<file path="src/rtl/linebuf_pingpong_sched.sv">
// Write-side sequencer and bank arbiter for a two-bank ping-pong line buffer.
// Accepts a valid/ready pixel stream and drives the buffer write port
// (we / wr_addr / wr_data / eol / line_idx / wr_bank) one cycle after each
// accepted pixel. Tracks each bank's fill state, tells the reader when a bank
// holds NUM_LINES complete lines, and back-pressures the stream when the next
// bank to fill is still owned by the reader.
module linebuf_pingpong_sched #(
  parameter int NUM_LINES  = 3,    // lines per bank (kernel height), 1..15
  parameter int LINE_WIDTH = 224,  // pixels per line, 2..16384
  parameter int DATA_WIDTH = 16    // pixel width in bits
) (
  input  logic                  clk,
  input  logic                  reset,
  // pixel stream
  input  logic                  in_valid,
  output logic                  in_ready,
  input  logic [DATA_WIDTH-1:0] in_data,
  // buffer write port
  output logic                  we,
  output logic [13:0]           wr_addr,
  output logic [DATA_WIDTH-1:0] wr_data,
  output logic                  eol,
  output logic                  wr_bank,
  output logic [3:0]            line_idx,
  // reader handshake
  output logic                  rd_valid,
  output logic                  rd_bank,
  input  logic                  rd_release,
  output logic                  release_err
);

  typedef enum logic [1:0] {
    BANK_EMPTY   = 2'd0,
    BANK_FILLING = 2'd1,
    BANK_FULL    = 2'd2
  } bank_state_e;

  localparam logic [13:0] LAST_COL  = 14'(LINE_WIDTH - 1);
  localparam logic [3:0]  LAST_LINE = 4'(NUM_LINES - 1);

  // Per-bank fill state and the write-side fill pointer.
  bank_state_e state_q [2];
  bank_state_e state_d [2];
  logic        fill_bank_q, fill_bank_d;
  logic [13:0] col_q, col_d;
  logic [3:0]  line_q, line_d;

  // Reader ownership and error flag.
  logic        rd_bank_q, rd_bank_d;
  logic        release_err_q, release_err_d;

  // Registered buffer write port.
  logic                  we_q, we_d;
  logic [13:0]           wr_addr_q, wr_addr_d;
  logic [DATA_WIDTH-1:0] wr_data_q, wr_data_d;
  logic                  eol_q, eol_d;
  logic                  wr_bank_q, wr_bank_d;
  logic [3:0]            line_idx_q, line_idx_d;

  logic accept;
  logic last_col;
  logic last_line;
  logic release_ok;

  // Flow control and reader status are pure decodes of the bank state, so a
  // release raises in_ready only after the state register has updated.
  always_comb begin
    in_ready   = (state_q[fill_bank_q] != BANK_FULL);
    rd_valid   = (state_q[rd_bank_q] == BANK_FULL);
    accept     = in_valid & in_ready;
    release_ok = rd_release & rd_valid;
    last_col   = (col_q == LAST_COL);
    last_line  = (line_q == LAST_LINE);
  end

  // Next-state: write counters, bank fill states, reader ownership and the
  // one-cycle-delayed write port.
  always_comb begin
    // NOTE: every signal gets a default before any branch so no latch is inferred.
    state_d       = state_q;
    fill_bank_d   = fill_bank_q;
    col_d         = col_q;
    line_d        = line_q;
    rd_bank_d     = rd_bank_q;
    release_err_d = release_err_q | (rd_release & ~rd_valid);

    we_d       = accept;
    eol_d      = accept & last_col;
    wr_addr_d  = wr_addr_q;
    wr_data_d  = wr_data_q;
    line_idx_d = line_idx_q;
    wr_bank_d  = wr_bank_q;

    if (accept) begin
      // The write port captures the pre-advance position and target bank.
      wr_addr_d  = col_q;
      wr_data_d  = in_data;
      line_idx_d = line_q;
      wr_bank_d  = fill_bank_q;

      if (state_q[fill_bank_q] == BANK_EMPTY) begin
        state_d[fill_bank_q] = BANK_FILLING;
      end

      if (last_col) begin
        col_d = '0;
        if (last_line) begin
          line_d               = '0;
          state_d[fill_bank_q] = BANK_FULL;
          fill_bank_d          = ~fill_bank_q;
        end else begin
          line_d = line_q + 4'd1;
        end
      end else begin
        col_d = col_q + 14'd1;
      end
    end

    // A valid release only ever targets a FULL bank, and a write only ever
    // targets a non-FULL bank, so the two updates never touch the same entry.
    if (release_ok) begin
      state_d[rd_bank_q] = BANK_EMPTY;
      rd_bank_d          = ~rd_bank_q;
    end
  end

  // State and output registers; reset discards any partial frame.
  always_ff @(posedge clk or posedge reset) begin
    if (reset) begin
      state_q[0]    <= BANK_EMPTY;
      state_q[1]    <= BANK_EMPTY;
      fill_bank_q   <= 1'b0;
      col_q         <= '0;
      line_q        <= '0;
      rd_bank_q     <= 1'b0;
      release_err_q <= 1'b0;
      we_q          <= 1'b0;
      wr_addr_q     <= '0;
      wr_data_q     <= '0;
      eol_q         <= 1'b0;
      wr_bank_q     <= 1'b0;
      line_idx_q    <= '0;
    end else begin
      // NOTE: non-blocking assignments so every flop samples pre-edge values.
      state_q[0]    <= state_d[0];
      state_q[1]    <= state_d[1];
      fill_bank_q   <= fill_bank_d;
      col_q         <= col_d;
      line_q        <= line_d;
      rd_bank_q     <= rd_bank_d;
      release_err_q <= release_err_d;
      we_q          <= we_d;
      wr_addr_q     <= wr_addr_d;
      wr_data_q     <= wr_data_d;
      eol_q         <= eol_d;
      wr_bank_q     <= wr_bank_d;
      line_idx_q    <= line_idx_d;
    end
  end

  assign we          = we_q;
  assign wr_addr     = wr_addr_q;
  assign wr_data     = wr_data_q;
  assign eol         = eol_q;
  assign wr_bank     = wr_bank_q;
  assign line_idx    = line_idx_q;
  assign rd_bank     = rd_bank_q;
  assign release_err = release_err_q;

endmodule

</file>
<file path="config.mk">
export PLATFORM = sky130hd
export DESIGN_NAME = linebuf_pingpong_sched
export DESIGN_NICKNAME = d
export VERILOG_FILES = /design/src/rtl/linebuf_pingpong_sched.sv
export SDC_FILE = /design/constraint.sdc
export NUM_CORES = 1
export LEC_CHECK = 0
export CAP_MARGIN = 25
export CORE_MARGIN = 10
export CORE_UTILIZATION = 53
export DETAILED_ROUTE_END_ITERATION = 10
export PLACE_DENSITY_LB_ADDON = 0.15
export REMOVE_ABC_BUFFERS = 1
export SLEW_MARGIN = 20
export SYNTH_ARGS = -nofsm -noshare
export SYNTH_HDL_FRONTEND = slang
export SYNTH_SLANG_ARGS = --single-unit
</file>
<file path="constraint.sdc">
create_clock -name clk -period 4.6 [get_ports clk]
set_clock_uncertainty 0.05 [all_clocks]
set_input_delay 0.46 -clock clk [delete_from_list [all_inputs] [get_ports clk]]
set_output_delay 0.46 -clock clk [all_outputs]
set_load 0.005 [all_outputs]
</file>
Fig. 1: gate families picked out
Drawn at 3 px/um.
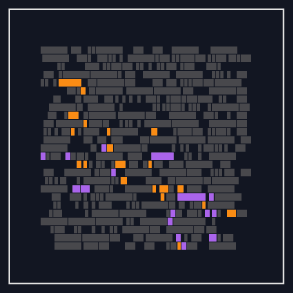
| colour | family | cells | most used |
|---|---|---|---|
| orange | nor cells | 20 | nor2_1 |
| purple | aoi and oai cells | 16 | o21ai_1 |

Fig. 2: wiring by layer
Drawn at 4 px/um.
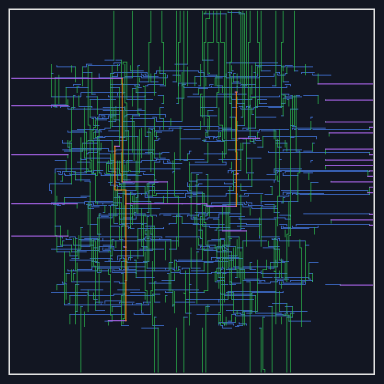
| colour | layer | wire length |
|---|---|---|
| blue | M1 | 2530 um |
| green | M2 | 2840 um |
| orange | M4 | 101 um |
| purple | M3 | 261 um |
via count: 1996
average detailed-routed wire length per instance: 14.1 um
total wire length after detailed routing: 5.73 mm

Fig. 3: floorplan with the power grid
Drawn at 4 px/um. Pins as bars on the die edge.
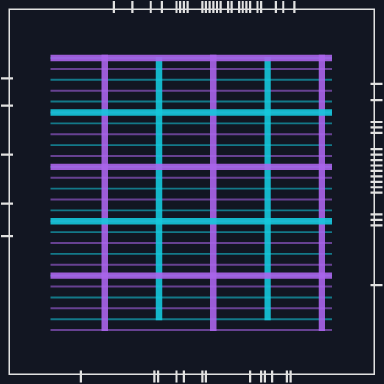
| colour | net |
|---|---|
| cyan | VDD |
| purple | VSS |
rows: 25
met1 rails: 26
met5 straps: 5
peak supply drop: 0.000353 V
Die W: 90.9 um

==> flow_results.xml <==
<?xml version="1.0" encoding="UTF-8"?>
<metrics>
  <group name="grt">
    <metric name="grt_use_total" unit="%">15.0</metric>
    <metric name="global_route.overflow_total" unit="">0</metric>
    <metric name="grt_antenna_before_repair" unit="">0</metric>
    <metric name="top_usage_layer" unit="">met2</metric>
    <metric name="via_count_of_the_first_global_routing_pass" unit="">2042</metric>
  </group>
  <group name="logic_synthesis">
    <metric name="ys_ff" unit="">62</metric>
    <metric name="compound_area_share" unit="%">5.50</metric>
    <metric name="post_synth_and_or_nand_nor_area_fraction" unit="%">27.0</metric>
    <metric name="netlist_area" unit="um2">2660</metric>
    <metric name="netlist_instances" unit="">274</metric>
    <metric name="synth_cell_type_count" unit="">41</metric>
    <metric name="yosys-stat-cells" unit="">274</metric>
    <metric name="seq_total_area_yosys" unit="%">58.2</metric>
    <metric name="ys_area" unit="um2">2660</metric>
  </group>
  <group name="critical_path">
    <metric name="timing.critical_path.from_type" unit="">register</metric>
    <metric name="path_class" unit="">register to output port</metric>
    <metric name="crit_path_top_delay_cell" unit="">sky130_fd_sc_hd__clkdlybuf4s50_1</metric>
    <metric name="path_max_fanout" unit="">4</metric>
  </group>
  <group name="final_timing">
    <metric name="timing_max_transition_violations_final" unit="">0</metric>
    <metric name="worst_slew_margin_rel" unit="%">47.0</metric>
    <metric name="max_freq" unit="MHz">431</metric>
    <metric name="final-setup-viol-count" unit="">0</metric>
    <metric name="grt_setup_unrepaired" unit="">no</metric>
    <metric name="finalClockPeriodUsage" unit="%">50.4</metric>
    <metric name="setup_ws" unit="ns">2.28</metric>
  </group>
  <group name="finish">
    <metric name="layout_top_cells" unit="">sky130_fd_sc_hd__nand2_1 (118), sky130_fd_sc_hd__dfrtp_1 (62), sky130_fd_sc_hd__clkdlybuf4s50_1 (60)</metric>
    <metric name="diodes" unit="">0</metric>
    <metric name="areaGrowthSynthToFinish" unit="%">31.3</metric>
  </group>
  <group name="place">
    <metric name="post_dp_cell_area" unit="um2">3300</metric>
    <metric name="routabilityCongestion" unit="">0.752</metric>
    <metric name="hpwl" unit="mm">3.91</metric>
    <metric name="post-place-cells" unit="">391</metric>
  </group>
  <group name="drt">
    <metric name="firstDrtPassIters" unit="">4</metric>
    <metric name="remaining_drc_errors" unit="">0</metric>
  </group>
  <group name="clock_tree">
    <metric name="clock_sink_count" unit="">62</metric>
    <metric name="ctsHtreeMaxLevel" unit="">3</metric>
    <metric name="clock_latency" unit="ns">0.33</metric>
    <metric name="clk_pin_slew" unit="ns">0.07</metric>
    <metric name="postCtsSetupRepairBufs" unit="">0</metric>
  </group>
  <group name="status">
    <metric name="run_status" unit="">finished clean</metric>
  </group>
  <group name="worst_hold_path">
    <metric name="min-delay-path-class" unit="">register to register</metric>
  </group>
  <group name="floorplan">
    <metric name="chip_area" unit="um2">8260</metric>
    <metric name="pin_count" unit="">61</metric>
  </group>
</metrics>
area by class of cell:
type	count	area [um2]	share of cell area [%]
flip-flops and latches	62	1550	44.4
clock buffers	12	155	4.44
repair buffers	62	616	17.6
clock inverters	4	45.0	1.29
well taps	67	83.8	2.40
multi-input cells	195	1030	29.4
inverters	5	18.8	0.537
Yosys cell counts (all sizes together) (2+ instances only):
cell       n  area (um2)
xor2       3        26.3
o21a       3        22.5
a2bb2oi    2        23.8
and4       2        20.0
nor3       4        30.0
nor2b      3        21.3
nand3      6        30.0
nand2    118         443
a21oi      3        15.0
o21ai      8        40.0
dfrtp     62        1550
and3       4        26.3
mux2       3        41.3
inv        5        18.8
nand4      7        50.1
buf       12        77.6
xnor2      7        61.3
nor2      11        46.3
worst max-delay path: cells and delay by family (launching register included):
family / cells / cell delay (ns)
AND-OR/OR-AND: 1 / 0.13
buffers and inverters: 1 / 0.57
flip-flops: 1 / 0.38
AND/OR/NAND/NOR: 2 / 0.39
worst paths after layout:
check | to | cells after the start | start | slack [ns]
max | rd_valid | 4 | state_q[1]$_DFF_PP0_ | 2.28
min | line_idx[1]$_DFFE_PP0N_ | 2 | line_idx[1]$_DFFE_PP0N_ | 0.42
max reg2reg | col_q[5]$_DFFE_PP0N_ | 5 | fill_bank_q$_DFFE_PP0P_ | 2.58
min reg2reg | line_idx[1]$_DFFE_PP0N_ | 2 | line_idx[1]$_DFFE_PP0N_ | 0.42
max in group asynchronous | col_q[0]$_DFFE_PP0N_ | 3 | reset | 3.39
min in group asynchronous | wr_data[14]$_DFFE_PP0N_ | 3 | reset | 0.61
power by group:
| group | leakage (uW) | internal, uW | switching [uW] |
|---|---|---|---|
| registers | 0.000789 | 605 | 56.6 |
| clock network | 0.000106 | 277 | 201 |
| logic | 0.000803 | 121 | 93.5 |
| total | 0.00170 | 1000 | 351 |
flip-flops by register name, summed over array words and instances, names as in the netlist, 4 cells and up:
name and cells:
state_q 4, line_idx 4, col_q 14, wr_data 16, line_q 4, wr_addr 14
stage by stage:
stage | power, uW | utilization (%)
floorplan | 764 | -
global placement | 880 | 68.9
detailed placement | 891 | 68.9
CTS | 1370 | 73.1
global route | 1430 | 73.1
finish | 1350 | 73.1
layer usage:
layer / part of all wire, % / wire length (um) / vias to the layer above
met1: 44 / 2530 / 941
li1: - / - / 1012
met2: 50 / 2840 / 34
met4: 1.7 / 100 / 0
met5: 0 / 0 / -
met3: 4.6 / 261 / 9
cell families (layout without fill, tap and decap cells):
logic type | Yosys count | count (layout)
AND/OR/NAND/NOR | 160 | 160
flip-flops | 62 | 62
AND-OR/OR-AND | 20 | 20
buffers and inverters | 17 | 83
XOR/XNOR | 10 | 10
multiplexers | 4 | 4
adder cells (fa/ha/maj) | 1 | 1
No activity file was given, so power comes from the tool's default toggle rates.
